===== config.mk =====
export PLATFORM = sky130hd
export DESIGN_NAME = inst_fetch_unit
export DESIGN_NICKNAME = d
export VERILOG_FILES = /design/src/rtl/inst_fetch_unit.sv
export SDC_FILE = /design/constraint.sdc
export NUM_CORES = 1
export LEC_CHECK = 0
export CELL_PAD_IN_SITES_DETAIL_PLACEMENT = 2
export CELL_PAD_IN_SITES_GLOBAL_PLACEMENT = 2
export CORE_UTILIZATION = 40
export CTS_CLUSTER_SIZE = 10
export DETAILED_ROUTE_END_ITERATION = 6
export PLACE_DENSITY = 0.9
export SLEW_MARGIN = 0
export SYNTH_ARGS = -nofsm -noshare
export SYNTH_HDL_FRONTEND = slang
export SYNTH_SLANG_ARGS = --single-unit

===== constraint.sdc =====
create_clock -name clk_in -period 11.12 [get_ports clk_in]
set_clock_uncertainty 0.15 [all_clocks]
set_input_delay 1.112 -clock clk_in [delete_from_list [all_inputs] [get_ports clk_in]]
set_output_delay 1.112 -clock clk_in [all_outputs]
set_load 0.05 [all_outputs]

===== src/rtl/inst_fetch_unit.sv =====
// inst_fetch_unit: PC owner with 2-bit BHT / JAL prediction, JALR wait and a one-entry issue register.
// Delivers one instruction per cycle on cache hits and redirects on RoB flush.
module inst_fetch_unit #(
    parameter logic [31:0] RESET_PC = 32'h0,
    parameter int          BHT_BIT  = 8
) (
    input  logic        clk_in,
    input  logic        rst_in,
    input  logic        rdy_in,
    output logic [31:0] pc,
    output logic        inst_req,
    input  logic        inst_ready,
    input  logic [31:0] inst_res,
    input  logic        issue_stall,
    output logic        issue_valid,
    output logic [31:0] issue_inst,
    output logic [31:0] issue_pc,
    output logic        issue_pred_taken,
    input  logic        br_upd_valid,
    input  logic [31:0] br_upd_pc,
    input  logic        br_upd_taken,
    input  logic        jalr_valid,
    input  logic [31:0] jalr_target,
    input  logic        rob_clear,
    input  logic [31:0] clear_pc
);
    localparam int BHT_N = 1 << BHT_BIT;

    logic [31:0] pc_q, pc_d, inst_q, inst_d, ipc_q, ipc_d;
    logic        valid_q, valid_d, pred_q, pred_d, jw_q, jw_d;
    logic [1:0]  bht_q [BHT_N];

    logic [BHT_BIT-1:0] rd_idx, up_idx;
    logic [1:0]         up_cur, up_nxt;
    logic [6:0]         opc;
    logic [31:0]        imm_j, imm_b, next_pc;
    logic               is_jal, is_br, is_jalr, br_taken, pred;
    logic               consumed, can_load;
    logic               unused_ok;

    assign rd_idx   = pc_q[BHT_BIT+1:2];
    assign up_idx   = br_upd_pc[BHT_BIT+1:2];
    assign opc      = inst_res[6:0];
    assign imm_j    = {{11{inst_res[31]}}, inst_res[31], inst_res[19:12], inst_res[20], inst_res[30:21], 1'b0};
    assign imm_b    = {{19{inst_res[31]}}, inst_res[31], inst_res[7], inst_res[30:25], inst_res[11:8], 1'b0};
    assign is_jal   = opc == 7'b1101111;
    assign is_br    = opc == 7'b1100011;
    assign is_jalr  = opc == 7'b1100111;
    assign br_taken = is_br && bht_q[rd_idx][1];
    assign pred     = is_jal || br_taken;
    assign next_pc  = is_jal ? pc_q + imm_j : br_taken ? pc_q + imm_b : pc_q + 32'd4;
    assign consumed = valid_q && !issue_stall;
    assign can_load = !valid_q || consumed;

    // Saturating 2-bit counter step for the committed branch.
    assign up_cur = bht_q[up_idx];
    assign up_nxt = br_upd_taken ? (up_cur == 2'b11 ? up_cur : up_cur + 2'd1)
                                 : (up_cur == 2'b00 ? up_cur : up_cur - 2'd1);

    assign unused_ok = ^{br_upd_pc[31:BHT_BIT+2], br_upd_pc[1:0]};

    always_comb begin
        pc_d    = pc_q;
        valid_d = valid_q;
        inst_d  = inst_q;
        ipc_d   = ipc_q;
        pred_d  = pred_q;
        jw_d    = jw_q;
        if (rob_clear) begin
            pc_d    = clear_pc;
            valid_d = 1'b0;
            jw_d    = 1'b0;
        end else if (jw_q) begin
            if (jalr_valid) begin
                pc_d = jalr_target;
                jw_d = 1'b0;
            end
            if (consumed) valid_d = 1'b0;
        end else if (inst_ready && can_load) begin
            inst_d  = inst_res;
            ipc_d   = pc_q;
            valid_d = 1'b1;
            pred_d  = pred;
            // JALR target is unknown here; pc parks until the RoB resolves it.
            pc_d    = is_jalr ? pc_q : next_pc;
            jw_d    = is_jalr;
        end else if (consumed) begin
            valid_d = 1'b0;
        end
    end

    always_ff @(posedge clk_in) begin
        if (rst_in) begin
            pc_q    <= RESET_PC;
            valid_q <= 1'b0;
            inst_q  <= 32'h0;
            ipc_q   <= 32'h0;
            pred_q  <= 1'b0;
            jw_q    <= 1'b0;
        end else if (rdy_in) begin
            pc_q    <= pc_d;
            valid_q <= valid_d;
            inst_q  <= inst_d;
            ipc_q   <= ipc_d;
            pred_q  <= pred_d;
            jw_q    <= jw_d;
        end
    end

    always_ff @(posedge clk_in) begin
        if (rst_in) begin
            for (int i = 0; i < BHT_N; i++) bht_q[i] <= 2'b01;
        end else if (rdy_in && br_upd_valid) begin
            bht_q[up_idx] <= up_nxt;
        end
    end

    assign pc               = pc_q;
    assign inst_req         = !jw_q;
    assign issue_valid      = valid_q;
    assign issue_inst       = inst_q;
    assign issue_pc         = ipc_q;
    assign issue_pred_taken = pred_q;
endmodule


Figure 1. Power grid (run 1).
Drawn at 1.5 px/um. Pins as bars on the die edge. Tap cells in gray.
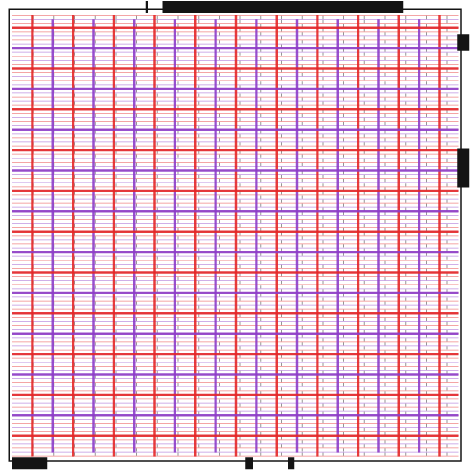
VDD: shown in purple. VSS: shown in red.
21 straps on met4. The core has 108 rows. 1155 tap cells. 109 met1 rails follow the rows. 236 signal pins sit on the boundary.
die width: 300 um
core area: 87400 sq um

Figure 2. Cells colored by class (run 1).
Drawn at 1.5 px/um. Fill, decap, tap and diode cells in gray.
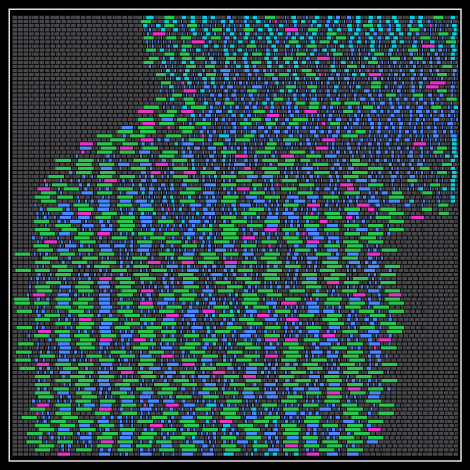
remaining logic cells: shown in blue, cells 2170. registers: shown in green, cells 619. clock drivers and dummy loads: shown in magenta, cells 116. remaining buffers and delay cells: shown in cyan, cells 282.

Figure 3. Clock network drawn from the DEF (run 1).
Drawn at 1 px/um.
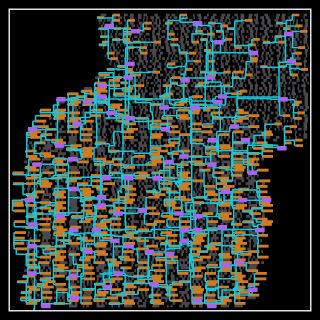
clock wires: shown in cyan, length 10700 um. flip-flops: shown in orange, count 619. clock-net drivers: shown in purple, count 77.
Position of the flops: widely spread.

==> flow_summary.toml, run 1 <==
# physical design summary
[outcome]
status = "finished with violations"
violations = "DRC, slew limit"

[setup_path]
crit_top_cell = "mux4_2"
reg2reg_slack_ns = 4.94
reg2reg_depth = 11
crit_chain = "buf_8 -> buf_12 -> mux4_2 -> mux4_2 -> a22oi_1 -> nand4_1 -> nor2_1 -> maj3_4 -> buf_4 -> nand3_1"
worstSetupStartpointType = "input pin"
timing.critical_path.buf_inv = 3
cp.required_ns = 11.28
path_class = "input pin to flip-flop"
crit_end = "bht_q[242][0]"

[grt]
met3_usage_pct = 12.8
grtUsageMet1_pct = 44.4

[detailed_routing]
drc_errors = 2
met2_length_mm = 83.7
drtIter0Drc = 5067

[cells_and_area]
final-clk-cell-share_pct = 5.53
register_area_sq_um = 17500
final_core_util_pct = 46.3
diodes = 4
final_layout_size_suffix_gt1_share_pct = 13.9
instances_no_fill = 4346
nFillCells = 8501
seq_share_pct = 43.3

[power_and_ir_drop]
clockPowerShare_pct = 40.3
p_int_uw = 4180
p_seq_share_pct = 43.2
swShare_pct = 31.3
clk-power_uw = 2450
power_density_nw_per_um2 = 150
comb_power_uw = 1000

[cts]
hold_buffers = 0
cts-root-buf = "clkbuf_16"
cts_resized = 0
insertion_delay_ns = 0.67
clockBufferDepth = 3
cts_tree = "yes"
cts_sinks = 619
h-tree-depth = 3

[synth]
avgSynthCellArea_sq_um = 11.3
yosys.area.top_type = "edfxtp_1"
area_leaders = "edfxtp_1 (43%), mux4_2 (13%), dfxtp_1 (6.0%), a21o_1 (5.8%), nand3_1 (4.1%)"
adder_share_pct = 1.72
synthMostInstantiatedCell = "edfxtp_1"
yosys_cells = 3139

[final_timing]
finalCritPeriodShare_pct = 66.7
fmax_ghz = 0.135
slew_violations = 5

[worst_hold_path]
worstHoldStart = "issue_pc[24]"
hold_class = "flip-flop to flip-flop"

[placement]
dp.cells = 4226
place_ws_ns = 4.07

[floorplanning]
die_area_sq_um = 90100
fp_util_pct = 40.7
ioPinCount = 236
Figure 4. Routing congestion (run 1).
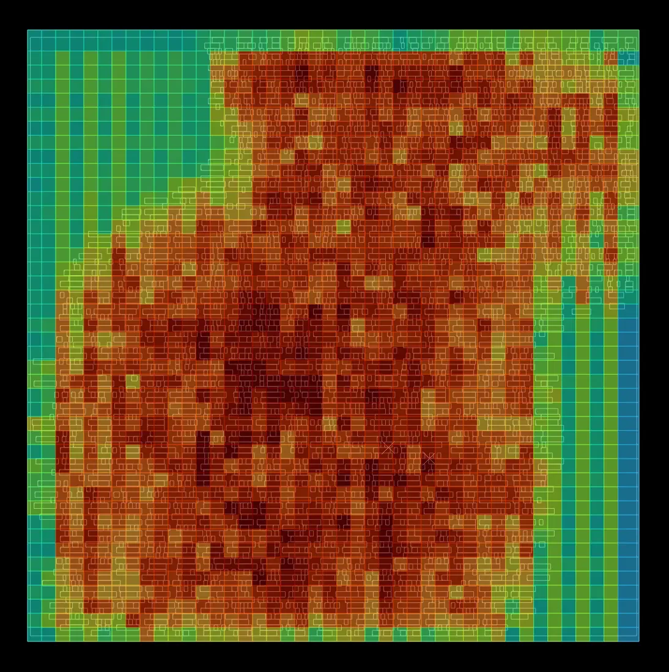

## Run 2: what changed since run 1
Settings changed: CORE_UTILIZATION 40 to 37, PLACE_DENSITY 0.9 to 0.87.
Clock period 11.12 ns to 6.45 ns, I/O delays scaled along.
Figure 5. Routing congestion (run 2).
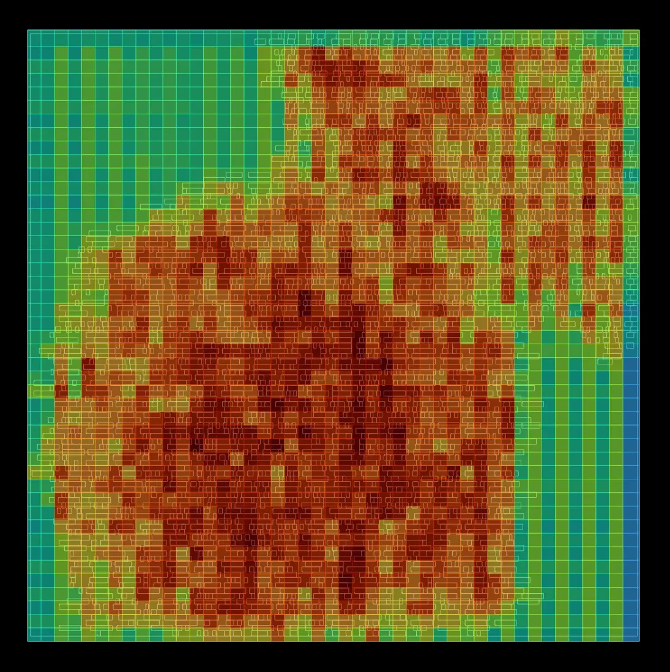
fin util: 42.9%
met2 usage: 53.3%
WL per Instance: 36.7 um

Figure 6. Clock network drawn from the DEF (run 2).
Drawn at 1 px/um.
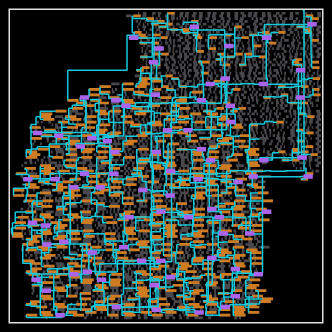
clock wires: shown in cyan, length 10700 um. clock-net drivers: shown in purple, count 77. flip-flops: shown in orange, count 619.
There are 78 routed clock nets. Position of the flops: widely spread.

==> flow_summary.toml, run 2 <==
# physical design summary
[outcome]
status = "finished with violations"
violations = "capacitance limit, slew limit"

[cts]
cts_sinks = 619
cts-root-buf = "clkbuf_16"
hold_buffers = 0
h-tree-depth = 3
cts_tree = "yes"

[power_and_ir_drop]
swShare_pct = 30.3
clockPowerShare_pct = 40.8
p_int_uw = 7290
power_density_nw_per_um2 = 256
comb_power_uw = 1660

[setup_path]
worstSetupStartpointType = "flip-flop"
path_class = "flip-flop to flip-flop"
reg2reg_depth = 11
timing.critical_path.buf_inv = 2
reg2reg_slack_ns = 0.92

[floorplanning]
die_x_um = 312
ioPinCount = 236
fp_util_pct = 37.4

[cells_and_area]
diodes = 6
instances_no_fill = 4476
nFillCells = 9550
register_area_sq_um = 17500
final-clk-cell-share_pct = 5.62

[synth]
avgSynthCellArea_sq_um = 11.3
yosys.area.top_type = "edfxtp_1"
yosys_cells = 3139
synthMostInstantiatedCell = "edfxtp_1"
area_leaders = "edfxtp_1 (43%), mux4_2 (13%), dfxtp_1 (6.0%), a21o_1 (5.8%), nand3_1 (4.1%)"

[placement]
dp.cells = 4348
place_ws_ns = 0.836

[detailed_routing]
drc_errors = 0
met2_length_mm = 77.6
drtIter0Drc = 3844

[grt]
grtUsageMet1_pct = 38.7
met3_usage_pct = 8.56

[final_timing]
slew_violations = 12
fmax_ghz = 0.181

[job]
drv_cap = 1
Figure 7. Metal layers overlaid (run 2).
Drawn at 1.5 px/um.
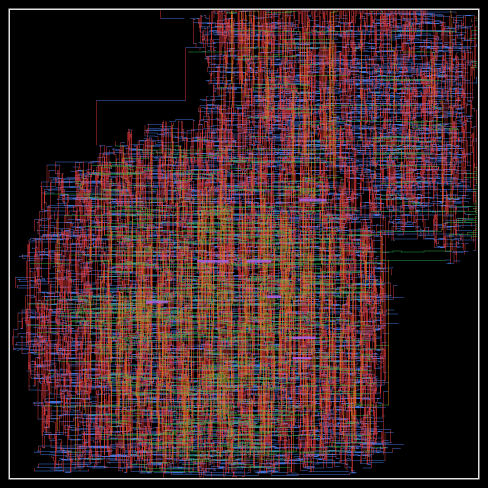
M1: shown in blue, wire length 57.7 mm. M3: shown in green, wire length 16200 um. M2: shown in red, wire length 77.6 mm. M4: shown in orange, wire length 12800 um. M5: shown in purple, wire length 95.7 um.

